--- config.mk ---
export PLATFORM = sky130hd
export DESIGN_NAME = imem_fetch_ctrl
export DESIGN_NICKNAME = d
export VERILOG_FILES = /design/src/rtl/imem_fetch_ctrl.sv
export SDC_FILE = /design/constraint.sdc
export NUM_CORES = 1
export LEC_CHECK = 0
export CORE_ASPECT_RATIO = 1.4
export CORE_MARGIN = 2
export CORE_UTILIZATION = 42
export DETAILED_ROUTE_END_ITERATION = 10
export PLACE_DENSITY = 0.85
export SYNTH_ARGS = -nofsm -noshare
export SYNTH_HDL_FRONTEND = slang
export SYNTH_SLANG_ARGS = --single-unit
--- constraint.sdc ---
create_clock -name i_clk -period 5.7 [get_ports i_clk]
set_input_delay 1.14 -clock i_clk [delete_from_list [all_inputs] [get_ports i_clk]]
set_output_delay 1.14 -clock i_clk [all_outputs]
set_load 0.01 [all_outputs]
--- src/rtl/imem_fetch_ctrl.sv ---
// imem_fetch_ctrl
// Purpose: instruction-fetch sequencer for a 64-entry, 32-bit instruction
// memory with a combinational read. Owns the PC, drives the memory
// address, registers fetched words as the issued instruction, stops on a
// halt word and lends the single read port to a debug requester whenever
// the issue stage does not need it.
//
// Ports:
//   i_clk          rising-edge clock
//   i_rst_n        asynchronous active-low reset
//   i_start        begin fetching at RESET_PC (used in IDLE and HALT)
//   i_stall        freeze the issue stage (PC, instruction, valid)
//   i_br_taken     redirect PC to i_br_target, squashing this cycle
//   i_br_target    redirect word address
//   o_a            memory address (combinational: debug or PC)
//   i_rd           memory read data for o_a, same cycle
//   o_instr        registered issued instruction
//   o_instr_pc     address o_instr came from
//   o_instr_valid  o_instr is live this cycle
//   o_halted       sequencer is in HALT
//   i_dbg_req      debug read request (level)
//   i_dbg_addr     debug read address
//   o_dbg_ack      one-cycle pulse, o_dbg_data valid
//   o_dbg_data     registered debug read data
//   o_instr_count  saturating count of issued instructions
module imem_fetch_ctrl #(
  parameter int          AW         = 6,
  parameter int          DW         = 32,
  parameter int          RESET_PC   = 0,
  parameter logic [31:0] HALT_INSTR = 32'hFFFF_FFFF,
  parameter int          CW         = 16
) (
  input  logic          i_clk,
  input  logic          i_rst_n,
  input  logic          i_start,
  input  logic          i_stall,
  input  logic          i_br_taken,
  input  logic [AW-1:0] i_br_target,
  output logic [AW-1:0] o_a,
  input  logic [DW-1:0] i_rd,
  output logic [DW-1:0] o_instr,
  output logic [AW-1:0] o_instr_pc,
  output logic          o_instr_valid,
  output logic          o_halted,
  input  logic          i_dbg_req,
  input  logic [AW-1:0] i_dbg_addr,
  output logic          o_dbg_ack,
  output logic [DW-1:0] o_dbg_data,
  output logic [CW-1:0] o_instr_count
);

  localparam logic [AW-1:0] W_RESET_PC = AW'(RESET_PC);
  localparam logic [DW-1:0] W_HALT     = DW'(HALT_INSTR);

  typedef enum logic [1:0] {
    ST_IDLE = 2'd0,
    ST_RUN  = 2'd1,
    ST_HALT = 2'd2
  } state_t;

  state_t        r_state,  w_state_next;
  logic [AW-1:0] r_pc,     w_pc_next;
  logic [DW-1:0] r_instr,  w_instr_next;
  logic [AW-1:0] r_ipc,    w_ipc_next;
  logic          r_valid,  w_valid_next;
  logic          r_halted, w_halted_next;
  logic          r_ack,    w_ack_next;
  logic [DW-1:0] r_ddata,  w_ddata_next;
  logic [CW-1:0] r_count,  w_count_next;
  logic          w_grant;

  // The port is free for debug outside RUN, or in RUN when the issue stage
  // is stalled and not being redirected. Blocking on r_ack spaces grants so
  // each request level produces one read per ack.
  assign w_grant = i_dbg_req && !r_ack &&
                   ((r_state != ST_RUN) || (i_stall && !i_br_taken));

  assign o_a = w_grant ? i_dbg_addr : r_pc;

  always_ff @(posedge i_clk or negedge i_rst_n) begin
    if (!i_rst_n) begin
      r_state  <= ST_IDLE;
      r_pc     <= W_RESET_PC;
      r_instr  <= '0;
      r_ipc    <= '0;
      r_valid  <= 1'b0;
      r_halted <= 1'b0;
      r_ack    <= 1'b0;
      r_ddata  <= '0;
      r_count  <= '0;
    end else begin
      r_state  <= w_state_next;
      r_pc     <= w_pc_next;
      r_instr  <= w_instr_next;
      r_ipc    <= w_ipc_next;
      r_valid  <= w_valid_next;
      r_halted <= w_halted_next;
      r_ack    <= w_ack_next;
      r_ddata  <= w_ddata_next;
      r_count  <= w_count_next;
    end
  end

  always_comb begin
    w_state_next  = r_state;
    w_pc_next     = r_pc;
    w_instr_next  = r_instr;
    w_ipc_next    = r_ipc;
    w_valid_next  = r_valid;
    w_halted_next = r_halted;
    w_ack_next    = w_grant;
    w_ddata_next  = w_grant ? i_rd : r_ddata;
    w_count_next  = r_count;

    case (r_state)
      ST_IDLE: begin
        if (i_start) begin
          w_pc_next    = W_RESET_PC;
          w_state_next = ST_RUN;
        end
      end
      ST_RUN: begin
        if (i_br_taken) begin
          w_pc_next    = i_br_target;
          w_valid_next = 1'b0;
        end else if (i_stall) begin
          // hold everything; a debug read may use the port meanwhile
        end else if (i_rd == W_HALT) begin
          // halt word is not issued; PC parks on it
          w_valid_next  = 1'b0;
          w_halted_next = 1'b1;
          w_state_next  = ST_HALT;
        end else begin
          w_instr_next = i_rd;
          w_ipc_next   = r_pc;
          w_valid_next = 1'b1;
          w_pc_next    = r_pc + 1'b1;
          if (r_count != '1) begin
            w_count_next = r_count + 1'b1;
          end
        end
      end
      ST_HALT: begin
        w_valid_next = 1'b0;
        if (i_start) begin
          w_pc_next     = W_RESET_PC;
          w_halted_next = 1'b0;
          w_state_next  = ST_RUN;
        end
      end
      default: begin
        w_state_next = ST_IDLE;
      end
    endcase
  end

  assign o_instr       = r_instr;
  assign o_instr_pc    = r_ipc;
  assign o_instr_valid = r_valid;
  assign o_halted      = r_halted;
  assign o_dbg_ack     = r_ack;
  assign o_dbg_data    = r_ddata;
  assign o_instr_count = r_count;

endmodule

==> run_1/port_nets.png <==
Drawn at 2 px/um.
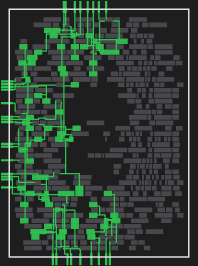
- i_rd: green (bits 32; direction input; edge 15 west, 9 south, 8 north; end cells 72; buffers 32; wire 1130 um)
I/O pins: 145
IO buf count: 144

==> run_1/final_placement.png <==
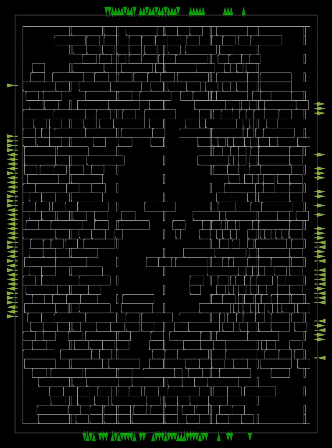
core outline area: 0.009899 mm2
num sequential: 97
Seq area share: 39.73%

==> impl_metrics.yaml, run 1 <==
# flow metrics
outcome:
  status: "finished, final reports clean"
power:
  power.density_mw_per_mm2: 363.9
  irDropWorstVdd_v: 0.0002329
  power.leakage_uw: 0.002558
global_route:
  grt_pass1_wl_um: 16340
  grt_max_degree: 78
  first_global_vias: 3377
  antenna_found_initial: 0
  globalRouteOverflowTotal: 0
layout:
  seq_area_mm2: 0.002427
  drive_gt1_share_pct: 22.20
  fillCellCount: 814
  comb_area_mm2: 0.001717
  utilization_pct: 61.72
  area_delta_synth_final_pct: 43.66
  fin_nets: 511
  clkCellAreaFrac_pct: 5.181
  buf_share_pct: 23.92
  logic_gate_count: 199
  num-nonclk-buffers: 147
  antenna_cells: 0
  inv_count: 5
cts:
  numCtsBuffers: 9
  ctsResizeCount: 0
  clock.latency.late_pin_ns: 0.33
  clkTransAtPathRegs_ns: 0.07
  numClockSinks: 97
  hold_buffers: 0
  post-cts-setup-buffers: 0
setup_path:
  path_cells: "clkdlybuf4s50_1, inv_1, a21oi_2, or3b_4, mux2_4, clkdlybuf4s50_1"
  path_buffers: 3
  slowest_stage: "clkdlybuf4s50_1"
  start_kind: "input pin"
  critical_path.most_common_cell: "clkdlybuf4s50_1"
  worst_path_largest_cell_delay_ns: 0.60
  crit_fanout: 12
  setup.worst_path.class: "input pin to primary output"
logic_synthesis:
  yosys_area_mm2: 0.004253
  aoi_share_pct: 4.590
  top_cell_area_share_pct: 57.08
  adder_share_pct: 0.5884
  mux_share_pct: 21.15
  avgSynthCellArea_um2: 13.59
  numSynthFlops: 97
  xor_share_pct: 2.883
  yosysWarnings: 0
  ys.flop_type: "dfrtp_1"
  synth.largest_area_cell: "dfrtp_1"
  synthCells: 313
  postSynthSeqShare_pct: 57.08
  syn-num-nets: 365
  syn_area_mm2: 0.004253
  ys_types: 43
  synthTopLogicFamily: "multiplexers"
  edf_count: 0
final_timing:
  slew_viol_final: 0
  rsz0062_at_grt: "false"
  clock_skew_ns: 0.01119
  final-setup-viol-count: 0
  period_used_pct: 77.84
  tightest_slew_ns: 1.035
  tns_ns: 0
  setup_slack_ns: 1.263
  slew_headroom_pct: 30.75
  hold_viol_final: 0
  fin_crit_ns: 4.437
place:
  place_area_mm2: 0.005793
  place_inst: 583
  hpwl_um: 7438
run:
  warnings: 26
detailed_routing:
  viasPerCell: 5.312
  vias: 3182
  ant_nets: 0
  drc: 0
  avgRoutedWirePerCell_um: 17.13
die:
  placementRows: 43
  die_h_um: 123.1
==> run_1/gate_families.png <==
Drawn at 4 px/um.
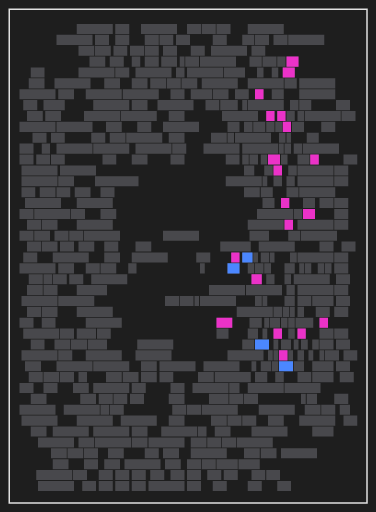
- AND-OR and OR-AND gates: blue (cells 4)
- AND and OR gates: magenta (cells 19; most used and3_1)
Comb area share: 28.10%
Top cell excl fill/tap: clkdlybuf4s50_1
Post-Layout Cell Count: 599

-- run 1: per-layer routing --
| metal | global-route usage (%) | up-vias | wire length [um] |
|---|---|---|---|
| met5 | 0 | - | 0 |
| met4 | 7.276 | 0 | 197 |
| met3 | 6.075 | 18 | 735 |
| met2 | 33.49 | 125 | 5408 |
| met1 | 22.16 | 1600 | 3917 |
| li1 | - | 1439 | - |
-- run 1: final timing paths --
| kind | startpoint | end | slack (ns) | depth (start not counted) |
|---|---|---|---|---|
| worst max-delay path | i_br_taken | o_a[5] | 1.26 | 6 |
| worst min-delay path | o_instr_count[8]$_DFFE_PN0P_ | o_instr_count[8]$_DFFE_PN0P_ | 0.49 | 1 |
| worst max register to register | r_state[0]$_DFFE_PN0P_ | r_pc[5]$_DFFE_PN0P_ | 3.16 | 4 |
| worst min register to register | o_instr_count[8]$_DFFE_PN0P_ | o_instr_count[8]$_DFFE_PN0P_ | 0.49 | 1 |
| max in group asynchronous | i_rst_n | r_pc[2]$_DFFE_PN0P_ | 3.77 | 2 |
| min in group asynchronous | i_rst_n | o_instr_pc[0]$_DFFE_PN0P_ | 0.68 | 1 |
-- run 1: cells in the final DEF, fill, tap and decap left out, types with 5 or more instances in the layout --
master,count
mux2_2,66
clkbuf_16,9
nand2_1,11
dfrtp_1,97
mux2_4,9
o21ai_0,9
xnor2_1,14
inv_1,5
clkdlybuf4s50_1,143
nand3_1,14
and3_1,8
nor2_1,6
nand4_1,19
-- run 1: logic make-up after synthesis --
| group | after synthesis |
|---|---|
| AND/OR/NAND/NOR | 79 |
| multiplexers | 77 |
| flip-flops | 97 |
| buffers and inverters | 17 |
| XOR/XNOR | 14 |
| adder cells (fa/ha/maj) | 2 |
| AND-OR/OR-AND | 27 |
-- run 1: power by group --
group	internal (uW)	switching [uW]
logic	412	255
registers	832	99.5
clock network	378	247
==> run 2, diff against run 1 <==
Settings changed: CORE_UTILIZATION 42 to 41, PLACE_DENSITY 0.85 to 0.86.
Clock period 5.7 ns to 4 ns, I/O delays scaled along.
==> run_2/drive_strength.png <==
Drawn at 4 px/um.
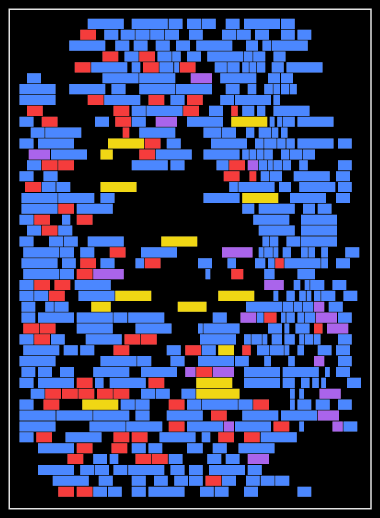
- drive 6 and up: yellow (cells 14)
- drive 1 or less: blue (cells 360)
- drive 3 to 4: purple (cells 19)
- drive 2: red (cells 74)
post-route cell area: 0.006136 mm2
setup ws final: 0.4086 ns
Area growth syn-to-layout: 44.28%
bufs w/o clock: 150

==> run_2/port_nets.png <==
Drawn at 2 px/um.
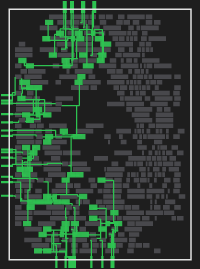
- i_rd: green (bits 32; direction input; edge 14 west, 10 south, 8 north; end cells 72; buffers 32; wire 1160 um)

==> run_2/final_placement.png <==
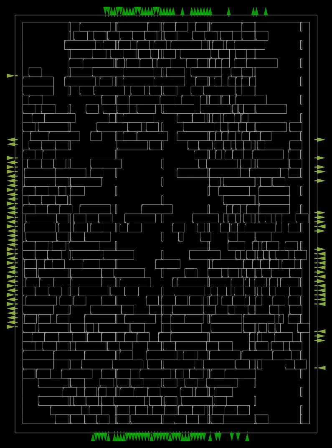
# fillers: 850
Tapcells: 138
Seq area share: 39.56%
core outline area: 0.01024 mm2

==> impl_metrics.yaml, run 2 <==
# flow metrics
outcome:
  status: "finished, final reports clean"
layout:
  logic_gate_count: 199
  comb_area_mm2: 0.001717
  utilization_pct: 59.92
  inv_count: 5
  fin_nets: 514
  final_common_cell: "clkdlybuf4s50_1"
  antenna_cells: 0
  drive_gt1_share_pct: 22.91
  seq_area_mm2: 0.002427
  lay_top_cells: "143 x clkdlybuf4s50_1, 97 x dfrtp_1, 66 x mux2_2"
  buf_share_pct: 24.39
  clkCellAreaFrac_pct: 4.955
detailed_routing:
  avgRoutedWirePerCell_um: 17.35
  viasPerCell: 5.174
  drc: 0
  ant_nets: 0
logic_synthesis:
  edf_count: 0
  ys_types: 43
  syn_area_mm2: 0.004253
  synth.largest_area_cell: "dfrtp_1"
  yosysWarnings: 0
  yosys_area_mm2: 0.004253
  avgSynthCellArea_um2: 13.59
  ys.flop_type: "dfrtp_1"
  top_cell_area_share_pct: 57.08
  numSynthFlops: 97
final_timing:
  fin_crit_ns: 3.591
  slew_headroom_pct: 57.26
  final-setup-viol-count: 0
  period_used_pct: 89.79
  rsz0062_at_grt: "false"
  clock_skew_ns: 0.006347
cts:
  numClockSinks: 97
  post-cts-setup-buffers: 0
  numCtsBuffers: 9
  hold_buffers: 0
  ctsResizeCount: 0
  clkTransAtPathRegs_ns: 0.07
  clock.latency.late_pin_ns: 0.33
place:
  hpwl_um: 7840
  port_buffers: 144
global_route:
  grt_pass1_wl_um: 17020
  antenna_found_initial: 0
  globalRouteOverflowTotal: 0
setup_path:
  setup.worst_path.class: "input pin to primary output"
  path_buffers: 2
  critical_path.most_common_cell: "clkdlybuf4s50_1"
  slowest_stage: "clkdlybuf4s50_1"
  worst_path_largest_cell_delay_ns: 0.61
die:
  ios: 145
run:
  warnings: 26
-- run 2: where the power goes --
group | total [uW] | switching (uW) | leakage (uW) | internal (uW)
logic | 953 | 362 | 0.00125 | 591
clock network | 866 | 361 | 0.000155 | 505
registers | 1330 | 147 | 0.00118 | 1190
-- run 2: per-layer routing --
metal  vias up  part of all wire, %  GRT usage, %
met3        22                  6.3         5.808
li1       1442                    -             -
met2       104                   53         33.26
met1      1562                   38         21.93
met4         0                  2.6         7.421
met5         -                    0             0
-- run 2: final timing paths --
kind                                            start                          to  slack [ns]  cells past startpoint
hold reg to reg            o_dbg_data[23]$_DFFE_PN0P_  o_dbg_data[23]$_DFFE_PN0P_        0.51                      1
setup reg to reg               r_state[0]$_DFFE_PN0P_      o_instr[1]$_DFFE_PN0P_        1.82                      5
setup / recovery                              i_stall                      o_a[5]        0.41                      5
min in group i_clk         o_dbg_data[23]$_DFFE_PN0P_  o_dbg_data[23]$_DFFE_PN0P_        0.51                      1
max in group asynchronous                     i_rst_n  o_dbg_data[23]$_DFFE_PN0P_        2.81                      2
hold / removal                                i_rst_n   o_instr_pc[0]$_DFFE_PN0P_        0.36                      1
-- run 2: through the flow --
step / instance area, um2 / instances / power (uW) / worst slack [ns]
2_1_floorplan: 4253 / 313 / 1722 / 1.294
3_3_place_gp: 5832 / 589 / 2276 / 0.4432
3_5_place_dp: 5832 / 589 / 2307 / 0.4262
4_1_cts: 6136 / 605 / 3193 / 0.4070
5_1_grt: 6136 / 605 / 3306 / 0.3444
6_report: 6136 / 605 / 3151 / 0.4086
-- run 2: logic make-up after synthesis --
group	share of synthesized area [%]
AOI/OAI and AO/OA	4.590
xor gates and xnor gates	2.883
adders and majority gates	0.5883
buffers and inverters	2.559
DFF	57.08
muxes	21.15
and+or+nand+nor	11.15
Power is estimated from default activity; no workload was simulated.
